==> src/rtl/uart_pkg.sv <==
// Shared UART definitions: baud constants, transmitter state encoding, reload helper.
// Latency: n/a (declarations only).
// Backpressure: n/a.
package uart_pkg;

  // 12 MHz core clock divided down to 9600 baud.
  localparam int CLKS_PER_BIT_9600 = 1250;

  // Width of the per-bit baud down-counter; bounds CLKS_PER_BIT to 65535.
  localparam int BAUD_W = 16;

  // Payload bits per frame (8N1 family).
  localparam int DATA_BITS = 8;

  // Transmitter frame phases; the receiver uses the same names.
  typedef enum logic [1:0] {
    IDLE,
    START,
    DATA,
    STOP
  } uart_tx_state_t;

  // Reload value for a bit period: the counter runs reload..0 inclusive,
  // so a bit lasts exactly clks_per_bit cycles.
  function automatic logic [BAUD_W-1:0] bit_reload(input int clks_per_bit);
    return BAUD_W'(clks_per_bit - 1);
  endfunction

endpackage

==> src/rtl/uart_baud_counter.sv <==
// Bit-period timer: loadable 16-bit down-counter that parks at zero and flags it.
// Latency: done asserts load_value cycles after the load edge.
// Backpressure: none; the owner decides when to reload.
module uart_baud_counter
  import uart_pkg::*;
(
  input  logic              clk,
  input  logic              rst,
  input  logic              load,
  input  logic [BAUD_W-1:0] load_value,
  output logic              done
);

  logic [BAUD_W-1:0] count;

  // Reload on a bit boundary, otherwise count down and hold at zero.
  always_ff @(posedge clk or posedge rst) begin
    if (rst) begin
      count <= '0;
    end else if (load) begin
      count <= load_value;
    end else if (count != '0) begin
      count <= count - 1'b1;
    end
  end

  // The current bit ends on the edge where the counter already reads zero.
  assign done = (count == '0);

endmodule

==> src/rtl/uart_transmitter.sv <==
// UART TX: serialises bytes as start + 8 data (LSB first) + STOP_BITS stop bits.
// Latency: a byte accepted at edge N while idle starts its start bit at edge N+1.
// Backpressure: ready = holding register empty; one byte can wait while a frame shifts.
module uart_transmitter
  import uart_pkg::*;
#(
  parameter int CLKS_PER_BIT = CLKS_PER_BIT_9600,
  parameter int STOP_BITS    = 1
) (
  input  logic       clock_12MHz,
  input  logic       reset,
  input  logic [7:0] data,
  input  logic       data_valid,
  output logic       ready,
  output logic       busy,
  output logic       uart_tx
);

  localparam logic [BAUD_W-1:0] BIT_RELOAD = bit_reload(CLKS_PER_BIT);
  localparam logic [2:0]        LAST_DATA  = 3'(DATA_BITS - 1);
  localparam logic [2:0]        LAST_STOP  = 3'(STOP_BITS - 1);

  uart_tx_state_t state;
  uart_tx_state_t state_next;

  logic [7:0] shift;
  logic [7:0] shift_next;
  logic [2:0] bit_idx;
  logic [2:0] bit_idx_next;
  logic       tx_reg;
  logic       tx_next;

  logic [7:0] hold;
  logic [7:0] hold_next;
  logic       hold_full;
  logic       hold_full_next;

  logic       transfer;
  logic       start_frame;
  logic       baud_load;
  logic       bit_done;

  // A byte is taken only while the holding register is empty; data is not
  // looked at otherwise, so X on an idle bus never reaches any register.
  assign transfer = data_valid & ~hold_full;

  assign ready   = ~hold_full;
  assign busy    = (state != IDLE) | hold_full;
  assign uart_tx = tx_reg;

  uart_baud_counter u_baud (
    .clk        (clock_12MHz),
    .rst        (reset),
    .load       (baud_load),
    .load_value (BIT_RELOAD),
    .done       (bit_done)
  );

  // FSM state, shifter, bit index and the registered line driver.
  always_ff @(posedge clock_12MHz or posedge reset) begin
    if (reset) begin
      state   <= IDLE;
      shift   <= '0;
      bit_idx <= '0;
      tx_reg  <= 1'b1;
    end else begin
      state   <= state_next;
      shift   <= shift_next;
      bit_idx <= bit_idx_next;
      tx_reg  <= tx_next;
    end
  end

  // One-byte holding register between the producer and the shifter.
  always_ff @(posedge clock_12MHz or posedge reset) begin
    if (reset) begin
      hold      <= '0;
      hold_full <= 1'b0;
    end else begin
      hold      <= hold_next;
      hold_full <= hold_full_next;
    end
  end

  // Next-state and datapath decode; uart_tx is computed one edge ahead so the
  // line changes exactly on the bit-boundary edge with no combinational glitch.
  always_comb begin
    state_next     = state;
    shift_next     = shift;
    bit_idx_next   = bit_idx;
    tx_next        = tx_reg;
    hold_next      = hold;
    hold_full_next = hold_full;
    baud_load      = 1'b0;
    start_frame    = 1'b0;

    // A transfer and a frame load never coincide: one needs hold empty,
    // the other hold full.
    if (transfer) begin
      hold_next      = data;
      hold_full_next = 1'b1;
    end

    unique case (state)
      IDLE: begin
        tx_next     = 1'b1;
        start_frame = hold_full;
      end

      START: begin
        if (bit_done) begin
          state_next   = DATA;
          bit_idx_next = '0;
          tx_next      = shift[0];
          shift_next   = shift >> 1;
          baud_load    = 1'b1;
        end
      end

      DATA: begin
        if (bit_done) begin
          baud_load = 1'b1;
          if (bit_idx == LAST_DATA) begin
            state_next   = STOP;
            bit_idx_next = '0;
            tx_next      = 1'b1;
          end else begin
            bit_idx_next = bit_idx + 3'd1;
            tx_next      = shift[0];
            shift_next   = shift >> 1;
          end
        end
      end

      STOP: begin
        // bit_idx counts stop bits so each one reuses a single bit period.
        if (bit_done) begin
          if (bit_idx == LAST_STOP) begin
            if (hold_full) begin
              start_frame = 1'b1;
            end else begin
              state_next = IDLE;
              tx_next    = 1'b1;
            end
          end else begin
            bit_idx_next = bit_idx + 3'd1;
            baud_load    = 1'b1;
          end
        end
      end

      default: begin
        state_next = IDLE;
        tx_next    = 1'b1;
      end
    endcase

    // Fresh frame from the holding register, either from IDLE or straight
    // out of the last stop bit for back-to-back frames.
    if (start_frame) begin
      state_next     = START;
      shift_next     = hold;
      hold_full_next = 1'b0;
      bit_idx_next   = '0;
      tx_next        = 1'b0;
      baud_load      = 1'b1;
    end
  end

endmodule

==> config.mk <==
export PLATFORM = sky130hd
export DESIGN_NAME = uart_transmitter
export DESIGN_NICKNAME = d
export VERILOG_FILES = /design/src/rtl/uart_pkg.sv /design/src/rtl/uart_baud_counter.sv /design/src/rtl/uart_transmitter.sv
export SDC_FILE = /design/constraint.sdc
export NUM_CORES = 1
export LEC_CHECK = 0
export ABC_AREA = 1
export CORE_MARGIN = 2
export CORE_UTILIZATION = 55
export CTS_BUF_LIST = sky130_fd_sc_hd__clkbuf_8
export DETAILED_ROUTE_END_ITERATION = 7
export PLACE_DENSITY = 0.75
export SYNTH_ARGS = -nofsm -noshare
export SYNTH_HDL_FRONTEND = slang
export SYNTH_SLANG_ARGS = --single-unit
==> constraint.sdc <==
create_clock -name clock_12MHz -period 1.9 [get_ports clock_12MHz]
set_input_delay 0.38 -clock clock_12MHz [delete_from_list [all_inputs] [get_ports clock_12MHz]]
set_output_delay 0.38 -clock clock_12MHz [all_outputs]
set_load 0.01 [all_outputs]
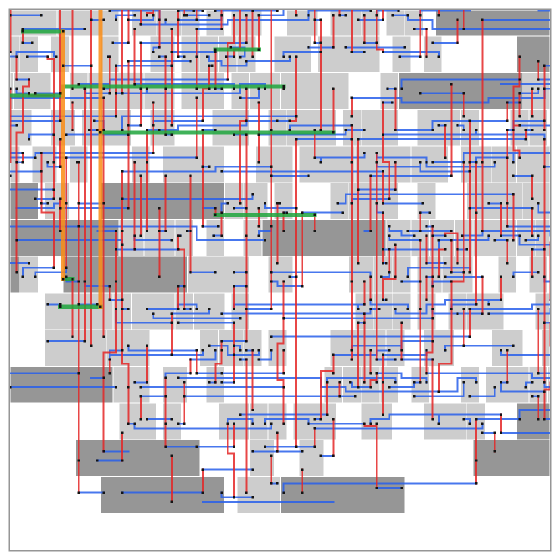
Fig. 1. Layout detail.
Region (14, 0) to (54, 40) um. Cells in gray, sequential cells in the stronger gray; small squares are vias.
Red shows M2. Orange shows M4. Green shows M3. Blue shows M1.
Sequential cells in the window: 11. 146 logic cells have their middle in the window. Netlist names of flops here include `u_baud.count` (10), `bit_idx` (1). Most frequent: nand2_1 (28), inv_1 (20), nor2_1 (17).

==> job_summary.md <==
### Metrics collected by this job

| Metric | Value |
|---|---|
| Critical path, cell by cell | clkdlybuf4s50_1 |
| Synth Flop Type | dfrtp_1 |
| Min cycle time layout | 1.739 ns |
| Final Wtd Congestion | 0.8415 |
| Most frequent cells in the layout | nand2_1, dfrtp_1, nand3_1 |
| VDD IR-drop max | 0.6185 mV |
| Post-synth EDFFs | 0 |
| Wirelength per Cell | 12.00 um |
| Pre-CTS setup slack | 0.09000 ns |
| Total power | 1.644 mW |
| Clock Latency Late Sink | 0.30 ns |
| Headroom to the max-slew limit | 0.7587 |
| Count of final max-slew check failures | 0 |
| Tool Warnings | 33 |
| Power Dens Cells | 632.2 mW/mm^2 |
| Period utilization | 0.9151 |
| Max Root-Sink Buffers | 2 |
| First-pass GRT wire length | 7072 um |
| CTS Buf Count | 5 |
| Slowest-stage cell, CP | dfstp_2 |
| Synth Net Count | 287 |
| Post-route setup TNS | 0 ns |
| Top delay family on crit path | flip-flops |
| Detailed Routing Iterations Pass 1 | 4 |
| Number of global-route vias before repair | 1598 |
| H-tree levels | 2 |
| Hold_ws | 0.4385 ns |
| Fin area | 0.002600 mm^2 |
| Vias after detailed routing | 1765 |
| Die width | 67.83 um |
| Clk root buf | clkbuf_8 |
| YS warnings | 0 |
| Post-synth seq share | 0.4361 |
| Row count | 23 |
| Detailed Route WL | 4105 um |
| Syn_area_per_cell | 8.456 um^2 |
| Comb pwr share | 0.078 |
| Fmax | 0.5751 GHz |
| Post-route ant nets | 0 |
| Distinct lib cells | 28 |
| Worst-path maximum fanout | 2 |
| Sw frac | 0.2238 |
| Worst reg2reg path depth | 8 |
| # port buffers | 13 |
| Outcome | completed |
| Placed inst area | 0.002461 mm^2 |
| LEAKAGE | 1.277 nW |
| DRT iter0 DRCs | 62 |
| # DRC | 0 |
| Die height | 67.83 um |
| Share of post-route cells with drive strength above 1 | 0.1781 |
| Asr flop ratio synth | 1.000 |
| Drt via density | 5.161 |
| Total grt overflow | 0 |
| CP bufs+invs | 1 |
| Reg power frac | 0.554 |
| Nets@finish | 313 |
| Ys cells | 265 |
| CP max stage delay | 0.53 ns |
| Placed instance count | 331 |
| WP data required | 1.52 ns |
| CP Launch Type | register |
| Total track usage | 0.2077 |
| Int Pwr | 1.276 mW |
| MaxCap Viol Count | 0 |
| # clock sinks | 39 |
| Area delta synth->final | 16.02% |
| Clock power share | 0.368 |
| HPWL after detailed placement | 2996 um |
| CTS clk-pin slew, worst paths | 0.07 ns |
| Critical Setup Path Class | reg -> out |
| Boundary Pins | 14 |
| Initial antenna violation count | 0 |
| Final Setup Violations | 0 |
| RR Startpoint | state[0] |
| Most numerous logic cell after layout | nand2_1 |
| # diodes | 0 |
| CTS tree | yes |
| Worst Skew | 0.006745 ns |
| Mapped Area | 0.002241 mm^2 |
| Largest net degree at the start of global routing | 40 |
| Reg-to-reg setup timing slack | 0.17 ns |
| PnR worst setup slack | 0.1612 ns |
| Least-Margin Pin Slew | 0.3606 ns |
| Crit end category | primary output |
| Syn Inst Count | 265 |
| Final hold violations | 0 |
| Hold Path Class | in -> async |
| FP Util | 0.5643 |
| Chip area | 0.004601 mm^2 |
| Worst reg2reg endpoint | u_baud.count[5] |
| YS chip area | 0.002241 mm^2 |
| Registers, synthesis | 39 |
| Net Sw Power | 0.3679 mW |
| WP data arrival | 1.36 ns |
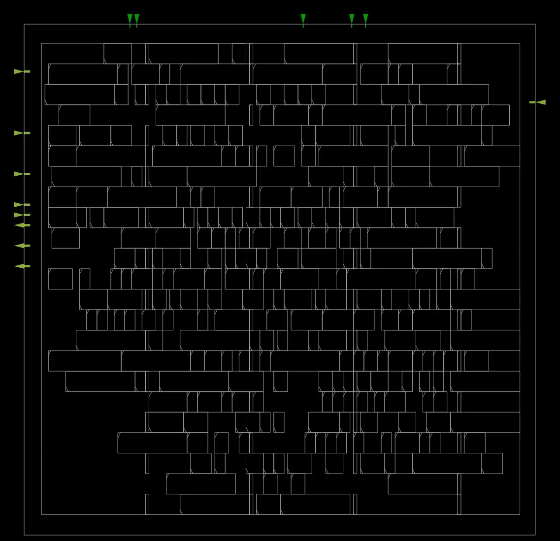
Fig. 2. Placed standard cells.
fin cells: 342
Tapcell Cnt: 50
core area: 0.003971 mm^2
Filler Cells Inserted: 327
Util after Layout: 0.6547

[how the worst max path moves through the flow]
stage,start,endpoint,slack [ns],depth (start not counted)
global route,state[0],u_baud.count[5],-0.0002,11
finish,uart_tx,uart_tx,0.16,1
detailed placement,u_baud.count[1],u_baud.count[5],0.09,11
CTS,state[0],u_baud.count[5],0.06,11
global placement,u_baud.count[1],shift[6],0.13,10
floorplan,u_baud.count[0],shift[3],0.25,11
[flip-flops by register name, indices dropped and copies added, names as in the netlist]
register,count
bit_idx,3
uart_tx,1
hold,8
u_baud.count,16
hold_full,1
shift,8
state,2
[cell usage after synthesis, types with 4 or more instances]
master	n	area, um^2
nand2_1	43	161.4
dfrtp_1	38	950.9
nand3_1	32	160.2
nor2_1	31	116.4
inv_1	30	112.6
a21oi_1	14	70.07
ha_1	11	137.6
xor2_1	11	96.34
nand2_2	6	37.54
o21ai_0	6	30.03
nor2_2	5	31.28
nor2_4	4	45.04
nor3b_1	4	30.03
o211ai_2	4	50.05
[power by group through the flow]
stage	registers (mW)	clock network, mW	logic (mW)
2_1_floorplan	0.920	0	0.0810
3_3_place_gp	0.924	0	0.127
3_5_place_dp	0.927	0	0.130
4_1_cts	0.911	0.612	0.131
5_1_grt	0.914	0.658	0.147
6_report	0.910	0.605	0.128
[final cells by class]
type	instances	area [um^2]	share of cell area
multi-input cells	189	1116	0.4293
flip-flops and latches	39	977.2	0.3758
repair buffers	23	220.2	0.08470
clock buffers	7	96.34	0.03705
clock inverters	1	3.754	0.001444
inverters	33	123.9	0.04764
well taps	50	62.56	0.02406
[layer usage]
metal  vias to the layer above  routed length (um)  global-route usage
met5                         -                   0                   0
met1                       829                2068              0.2951
met4                         0                  75             0.08250
met2                        31                1782              0.2990
met3                         8                 179             0.05921
li1                        897                   -                   -
[cell families after synthesis]
group                    synth area share
buffers and inverters             0.07538
AND-OR/OR-AND                     0.07761
AND/OR/NAND/NOR                    0.2915
multiplexers                      0.01507
adder cells (fa/ha/maj)           0.06142
XOR/XNOR                          0.04299
flip-flops                         0.4361
[worst min-delay path: cells and delay by family]
| family | cells | cell delay (ns) |
|---|---|---|
| buffers and inverters | 3 | 0.72 |
[repair_timing]
action,4_1_cts,5_1_grt
pin swaps,0,1
endpoints found under the setup margin,1,21
buffers inserted,2,0
hold buffers,0,0
cloned,0,1
gates resized,1,6
Power and IR drop assume default switching activity.
